<file path="src/rtl/alu_pkg.sv">
// Shared types and constants for the sequential ALU: opcode and FSM state
// encodings, the undefined-op result value, and opcode class helpers.
package alu_pkg;

  typedef enum logic [4:0] {
    OP_ADD    = 5'd0,
    OP_SUB    = 5'd1,
    OP_XOR    = 5'd2,
    OP_AND    = 5'd3,
    OP_OR     = 5'd4,
    OP_SLL    = 5'd5,
    OP_SRL    = 5'd6,
    OP_SRA    = 5'd7,
    OP_SLT    = 5'd8,
    OP_SLTU   = 5'd9,
    OP_MUL    = 5'd10,
    OP_MULH   = 5'd11,
    OP_MULHSU = 5'd12,
    OP_MULHU  = 5'd13,
    OP_DIV    = 5'd14,
    OP_DIVU   = 5'd15,
    OP_REM    = 5'd16,
    OP_REMU   = 5'd17
  } op_e;

  typedef enum logic [1:0] {
    IDLE,
    MUL,
    DIV,
    DONE
  } state_e;

  // Result returned for any opcode outside op_e; truncated to XLEN by users.
  localparam logic [63:0] OP_UNDEF_RES = 64'hA;

  function automatic logic is_mul_op(input op_e op);
    return op inside {OP_MUL, OP_MULH, OP_MULHSU, OP_MULHU};
  endfunction

  function automatic logic is_div_op(input op_e op);
    return op inside {OP_DIV, OP_DIVU, OP_REM, OP_REMU};
  endfunction

endpackage

</file>
<file path="src/rtl/alu_iter_core.sv">
// Shared one-bit-per-cycle datapath for multiply and divide. Multiply is a
// right-shifting shift-add on magnitudes; divide is a left-shifting restoring
// divide on magnitudes. One adder serves both. The signed fixup and output
// selection are applied to the next-state values, so the final result is
// available combinationally during the last iteration.
module alu_iter_core #(
  parameter int XLEN = 32,
  parameter int CW   = $clog2(XLEN)
) (
  input  logic            clk,
  input  logic            reset,
  input  logic            i_load,    // capture operands and mode, clear counter
  input  logic            i_step,    // perform one iteration
  input  logic            i_is_div,  // 1: restoring divide, 0: shift-add multiply
  input  logic            i_neg_q,   // negate product / quotient
  input  logic            i_neg_r,   // negate remainder
  input  logic            i_sel_hi,  // select product high half / remainder
  input  logic [XLEN-1:0] i_a,       // multiplier / dividend magnitude
  input  logic [XLEN-1:0] i_b,       // multiplicand / divisor magnitude
  output logic            o_last,    // this step is the final iteration
  output logic [XLEN-1:0] o_result   // valid while o_last is high
);

  logic [XLEN-1:0]   r_acc;   // partial product high half / partial remainder
  logic [XLEN-1:0]   r_mq;    // multiplier bits / dividend-then-quotient bits
  logic [XLEN-1:0]   r_b;
  logic [CW-1:0]     r_cnt;
  logic              r_is_div;
  logic              r_neg_q;
  logic              r_neg_r;
  logic              r_sel_hi;

  logic [XLEN+1:0]   w_add_a;
  logic [XLEN+1:0]   w_add_b;
  logic              w_cin;
  logic [XLEN+1:0]   w_sum;
  logic              w_qbit;
  logic [XLEN-1:0]   w_acc_nx;
  logic [XLEN-1:0]   w_mq_nx;
  logic [2*XLEN-1:0] w_prod;
  logic [2*XLEN-1:0] w_prod_s;
  logic [XLEN-1:0]   w_quo_s;
  logic [XLEN-1:0]   w_rem_s;

  // Shared adder operands: add multiplicand, or subtract divisor from the
  // shifted partial remainder.
  always_comb begin
    // NOTE: every output gets a default first so no path leaves it unassigned,
    // which would otherwise infer a latch.
    w_add_a = {2'b00, r_acc};
    w_add_b = r_mq[0] ? {2'b00, r_b} : '0;
    w_cin   = 1'b0;
    if (r_is_div) begin
      w_add_a = {1'b0, r_acc, r_mq[XLEN-1]};
      w_add_b = ~{2'b00, r_b};
      w_cin   = 1'b1;
    end
  end

  assign w_sum  = w_add_a + w_add_b + {{(XLEN+1){1'b0}}, w_cin};
  assign w_qbit = ~w_sum[XLEN+1];

  // Next iteration state for either algorithm.
  always_comb begin
    if (r_is_div) begin
      w_acc_nx = w_qbit ? w_sum[XLEN-1:0] : w_add_a[XLEN-1:0];
      w_mq_nx  = {r_mq[XLEN-2:0], w_qbit};
    end else begin
      w_acc_nx = w_sum[XLEN:1];
      w_mq_nx  = {w_sum[0], r_mq[XLEN-1:1]};
    end
  end

  // Sign fixup and half/quotient/remainder selection on the final values.
  always_comb begin
    w_prod   = {w_acc_nx, w_mq_nx};
    w_prod_s = r_neg_q ? -w_prod : w_prod;
    w_quo_s  = r_neg_q ? -w_mq_nx : w_mq_nx;
    w_rem_s  = r_neg_r ? -w_acc_nx : w_acc_nx;
    if (r_is_div)
      o_result = r_sel_hi ? w_rem_s : w_quo_s;
    else
      o_result = r_sel_hi ? w_prod_s[2*XLEN-1:XLEN] : w_prod_s[XLEN-1:0];
  end

  assign o_last = i_step & (r_cnt == CW'(XLEN-1));

  // Iteration counter; the only core state that must be reset.
  always_ff @(posedge clk) begin
    // NOTE: sequential state uses non-blocking assignments so every register
    // samples pre-edge values regardless of statement order.
    if (reset)
      r_cnt <= '0;
    else if (i_load)
      r_cnt <= '0;
    else if (i_step)
      r_cnt <= r_cnt + 1'b1;
  end

  // Datapath registers, loaded on accept and updated each iteration.
  always_ff @(posedge clk) begin
    // NOTE: datapath registers are left unreset on purpose; they are always
    // loaded before use, and only control state needs a known reset value.
    if (i_load) begin
      r_acc    <= '0;
      r_mq     <= i_a;
      r_b      <= i_b;
      r_is_div <= i_is_div;
      r_neg_q  <= i_neg_q;
      r_neg_r  <= i_neg_r;
      r_sel_hi <= i_sel_hi;
    end else if (i_step) begin
      r_acc <= w_acc_nx;
      r_mq  <= w_mq_nx;
    end
  end

endmodule

</file>
<file path="src/rtl/alu_seq.sv">
// Sequential RV32M/RV64M-style ALU with valid/ready handshakes. Base ops and
// divide corner cases complete in one cycle; multiply and divide run XLEN
// iterations in alu_iter_core. The result is held in DONE until taken.
module alu_seq
  import alu_pkg::*;
#(
  parameter int XLEN = 32,
  parameter int SHW  = $clog2(XLEN)
) (
  input  logic            clk,
  input  logic            reset,
  input  logic            in_valid,
  output logic            in_ready,
  input  op_e             op,
  input  logic [XLEN-1:0] lhs,
  input  logic [XLEN-1:0] rhs,
  output logic            out_valid,
  input  logic            out_ready,
  output logic [XLEN-1:0] res
);

  state_e          r_state;
  logic            r_out_valid;
  logic [XLEN-1:0] r_res;

  logic            w_accept;
  logic            w_take;
  logic            w_is_mul;
  logic            w_is_div;
  logic            w_is_rem;
  logic            w_signed_div;
  logic            w_lhs_neg;
  logic            w_rhs_neg;
  logic            w_div_zero;
  logic            w_div_ovf;
  logic            w_fast;
  logic            w_load;
  logic            w_step;
  logic [XLEN-1:0] w_a_mag;
  logic [XLEN-1:0] w_b_mag;
  logic [SHW-1:0]  w_shamt;
  logic [XLEN-1:0] w_quick_res;
  logic            w_last;
  logic [XLEN-1:0] w_core_res;

  assign in_ready  = (r_state == IDLE) | ((r_state == DONE) & out_ready);
  assign w_accept  = in_valid & in_ready;
  assign w_take    = (r_state == DONE) & out_ready;
  assign out_valid = r_out_valid;
  assign res       = r_res;

  assign w_is_mul     = is_mul_op(op);
  assign w_is_div     = is_div_op(op);
  assign w_is_rem     = op inside {OP_REM, OP_REMU};
  assign w_signed_div = op inside {OP_DIV, OP_REM};

  // Operand signedness: lhs is signed for MULH/MULHSU/DIV/REM, rhs for
  // MULH/DIV/REM. MUL's low half is sign-independent, so it runs unsigned.
  assign w_lhs_neg = lhs[XLEN-1] & ((op inside {OP_MULH, OP_MULHSU}) | w_signed_div);
  assign w_rhs_neg = rhs[XLEN-1] & ((op == OP_MULH) | w_signed_div);
  assign w_a_mag   = w_lhs_neg ? -lhs : lhs;
  assign w_b_mag   = w_rhs_neg ? -rhs : rhs;

  assign w_div_zero = (rhs == '0);
  assign w_div_ovf  = w_signed_div & (lhs == {1'b1, {(XLEN-1){1'b0}}}) & (&rhs);
  assign w_fast     = w_is_div & (w_div_zero | w_div_ovf);
  assign w_load     = w_accept & (w_is_mul | (w_is_div & ~w_fast));
  assign w_step     = (r_state == MUL) | (r_state == DIV);
  assign w_shamt    = rhs[SHW-1:0];

  // Single-cycle results: base ops, undefined ops and divide corner cases.
  always_comb begin
    w_quick_res = XLEN'(OP_UNDEF_RES);
    case (op)
      OP_ADD:  w_quick_res = lhs + rhs;
      OP_SUB:  w_quick_res = lhs - rhs;
      OP_XOR:  w_quick_res = lhs ^ rhs;
      OP_AND:  w_quick_res = lhs & rhs;
      OP_OR:   w_quick_res = lhs | rhs;
      OP_SLL:  w_quick_res = lhs << w_shamt;
      OP_SRL:  w_quick_res = lhs >> w_shamt;
      OP_SRA:  w_quick_res = $unsigned($signed(lhs) >>> w_shamt);
      OP_SLT:  w_quick_res = {{(XLEN-1){1'b0}}, $signed(lhs) < $signed(rhs)};
      OP_SLTU: w_quick_res = {{(XLEN-1){1'b0}}, lhs < rhs};
      default: ;
    endcase
    if (w_is_div) begin
      if (w_div_zero)
        w_quick_res = w_is_rem ? lhs : '1;
      else
        w_quick_res = w_is_rem ? '0 : lhs;
    end
  end

  alu_iter_core #(
    .XLEN (XLEN),
    .CW   (SHW)
  ) u_core (
    .clk      (clk),
    .reset    (reset),
    .i_load   (w_load),
    .i_step   (w_step),
    .i_is_div (w_is_div),
    .i_neg_q  (w_lhs_neg ^ w_rhs_neg),
    .i_neg_r  (w_lhs_neg),
    .i_sel_hi (w_is_mul ? (op != OP_MUL) : w_is_rem),
    .i_a      (w_a_mag),
    .i_b      (w_b_mag),
    .o_last   (w_last),
    .o_result (w_core_res)
  );

  // Control FSM with registered out_valid and res; reset wins over handshakes.
  always_ff @(posedge clk) begin
    if (reset) begin
      r_state     <= IDLE;
      r_out_valid <= 1'b0;
      r_res       <= '0;
    end else begin
      unique case (r_state)
        MUL, DIV: begin
          if (w_last) begin
            r_state     <= DONE;
            r_out_valid <= 1'b1;
            r_res       <= w_core_res;
          end
        end
        default: begin
          if (w_take) begin
            r_state     <= IDLE;
            r_out_valid <= 1'b0;
          end
          if (w_accept) begin
            if (w_is_mul) begin
              r_state     <= MUL;
              r_out_valid <= 1'b0;
            end else if (w_is_div & ~w_fast) begin
              r_state     <= DIV;
              r_out_valid <= 1'b0;
            end else begin
              r_state     <= DONE;
              r_out_valid <= 1'b1;
              r_res       <= w_quick_res;
            end
          end
        end
      endcase
    end
  end

endmodule
</file>
<file path="config.mk">
export PLATFORM = sky130hd
export DESIGN_NAME = alu_seq
export DESIGN_NICKNAME = d
export VERILOG_FILES = /design/src/rtl/alu_pkg.sv /design/src/rtl/alu_iter_core.sv /design/src/rtl/alu_seq.sv
export SDC_FILE = /design/constraint.sdc
export NUM_CORES = 1
export LEC_CHECK = 0
export CAP_MARGIN = 30
export CORE_ASPECT_RATIO = 0.8
export CORE_MARGIN = 3
export CORE_UTILIZATION = 35
export CTS_CLUSTER_DIAMETER = 80
export DETAILED_ROUTE_END_ITERATION = 10
export HOLD_SLACK_MARGIN = 0.08
export PLACE_DENSITY = 0.59
export SLEW_MARGIN = 5
export SYNTH_ARGS = -nofsm -noshare
export SYNTH_HDL_FRONTEND = slang
export SYNTH_SLANG_ARGS = --single-unit
export TNS_END_PERCENT = 10
</file>
<file path="constraint.sdc">
create_clock -name clk -period 8.8 [get_ports clk]
set_clock_uncertainty 0.2 [all_clocks]
set_input_delay 0.88 -clock clk [delete_from_list [all_inputs] [get_ports clk]]
set_output_delay 0.88 -clock clk [all_outputs]
set_load 0.02 [all_outputs]
</file>
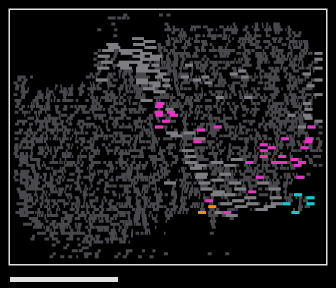
**Above:** sequential cells grouped by signal name.
Bar = 100 um.
[u_core.r_cnt] cyan | sequential cells: 5 | where: bottom right
[r_state] orange | sequential cells: 2
[res] magenta | sequential cells: 32
sequential cell area: 0.003483 mm^2
P_seq: 1.21 mW
share of cell area taken by flip-flops and latches: 13.83%
fraction of the core area covered by cells at the end of the flow: 39.12%

==> summary.rpt <==
==== FLOW RESULTS ====
----------------------------------------------------
[Critical path]
  Most used cell, CP ........................ sky130_fd_sc_hd__nand2_1
  Crit-path max cell delay ........................ roughly 0.84 ns
  Number of cells on the critical path ........................ 21
  CP max FO ........................ 27
  Ordered cell list for the critical path ........................ nor2b_2 -> buf_4 -> nand2_1 -> o21ai_0 -> ha_1 -> a21oi_4 -> a211oi_1 -> o21a_2 -> o31ai_4 -> nand2_4 -> a21oi_1 -> ha_1 -> nand2_1 -> nor4_1 -> nand3_1 -> nor2_1 -> nand2_1 -> o41ai_1 -> xor2_1 -> a221oi_1 -> o31ai_1
  Required time at the worst-slack endpoint ........................ a little under 9 ns

[Timing]
  RSZ-0062 raised after global routing ........................ false
  Max Slew Vio Count ........................ 0
  Final setup TNS ........................ 0 ns
  Post-route fraction of the period consumed by the critical path ........................ 89.22%
  Final setup margin ........................ 0.9490 ns

[Floorplan]
  Chip area ........................ about 0.068 mm^2
  # IOs ........................ around 110
  Die boundary width ........................ between 200 and 300 um

[Power]
  Comb power ........................ about 4.5 mW
  Power of the clock network ........................ 759 uW
  Highest-power group ........................ combinational cells
  Internal power ........................ 2.909 mW

[Status]
  Result of the run ........................ finished, final reports clean

[Global route]
  Total Routing Usage GR ........................ approximately 31%
  Vias in the first global route ........................ around 24k
  Leftover overflow at the end of global routing ........................ 0
  Global-route wire length before repair ........................ approximately 160000 um
  Global routing usage on met2 ........................ approximately 44%

[Logic synthesis]
  Largest cells by area ........................ sky130_fd_sc_hd__edfxtp_1 (8.9%), sky130_fd_sc_hd__ha_1 (7.6%), sky130_fd_sc_hd__dfxtp_1 (6.3%)
  Chip area estimate from yosys synthesis ........................ 0.02285 mm^2
  Cell count after synthesis ........................ 3139
  Yosys cell count ........................ roughly 3.1k
  Xor/xnor share ........................ roughly 5.8%
  Cell type contributing the most total cell area after synthesis ........................ sky130_fd_sc_hd__edfxtp_1
  Yosys warning count ........................ 0
  Count of library flops with an enable pin ........................ 68
  Count of unique library cells instantiated by Yosys ........................ about 110
  Area of the mapped netlist ........................ between 0.02 and 0.025 mm^2

[Clock network]
  CTS H-tree lvls ........................ 4
  Post-cts gate resize count ........................ 0
  CTS tree ........................ yes

[Run]
  MaxCap Viol Count ........................ 0

[Cells and area]
  Share of final-layout standard cells stronger than drive strength 1 ........................ approximately 8.5%
  Most frequent logic cell in the layout ........................ sky130_fd_sc_hd__nor2_1
  Count of non-CTS inverters in the layout ........................ 146
  Footprint of the multi-input gates ........................ 0.01786 mm^2
  Count of non-filler cells in the finished layout ........................ about 4.0k

[Placed design]
  Instance area after placement ........................ approximately 0.025 mm^2
  GP Congestion ........................ roughly 1.0

[Route]
  DRC errors left ........................ 0
  Per-cell via count in the routed design ........................ 6.645
  DRT antenna net count ........................ 0

[Min path]
  Launch point of the worst hold path ........................ res[4]

----------------------------------------------------
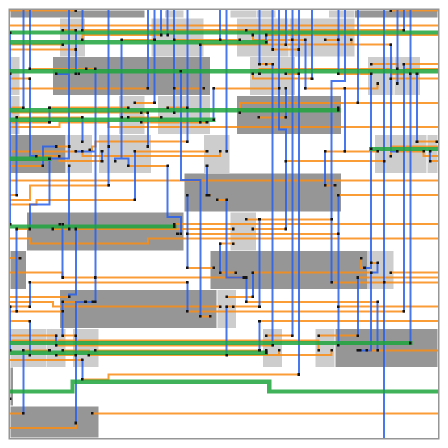
**Above:** zoomed window.
Region (204, 44) to (234, 74) um. Cells in grey, sequential cells in the stronger grey; small squares are vias.
[M3] green
[M2] blue
[M1] orange
most frequent: a21oi_1 (7), edfxtp_1 (7), nor2_1 (6)
netlist names of flops here include: u_core.r_mq (7), res (1)
sequential cells in the window: 8
cells with their middle in the window: 31

No activity file was given, so power comes from the tool's default toggle rates.
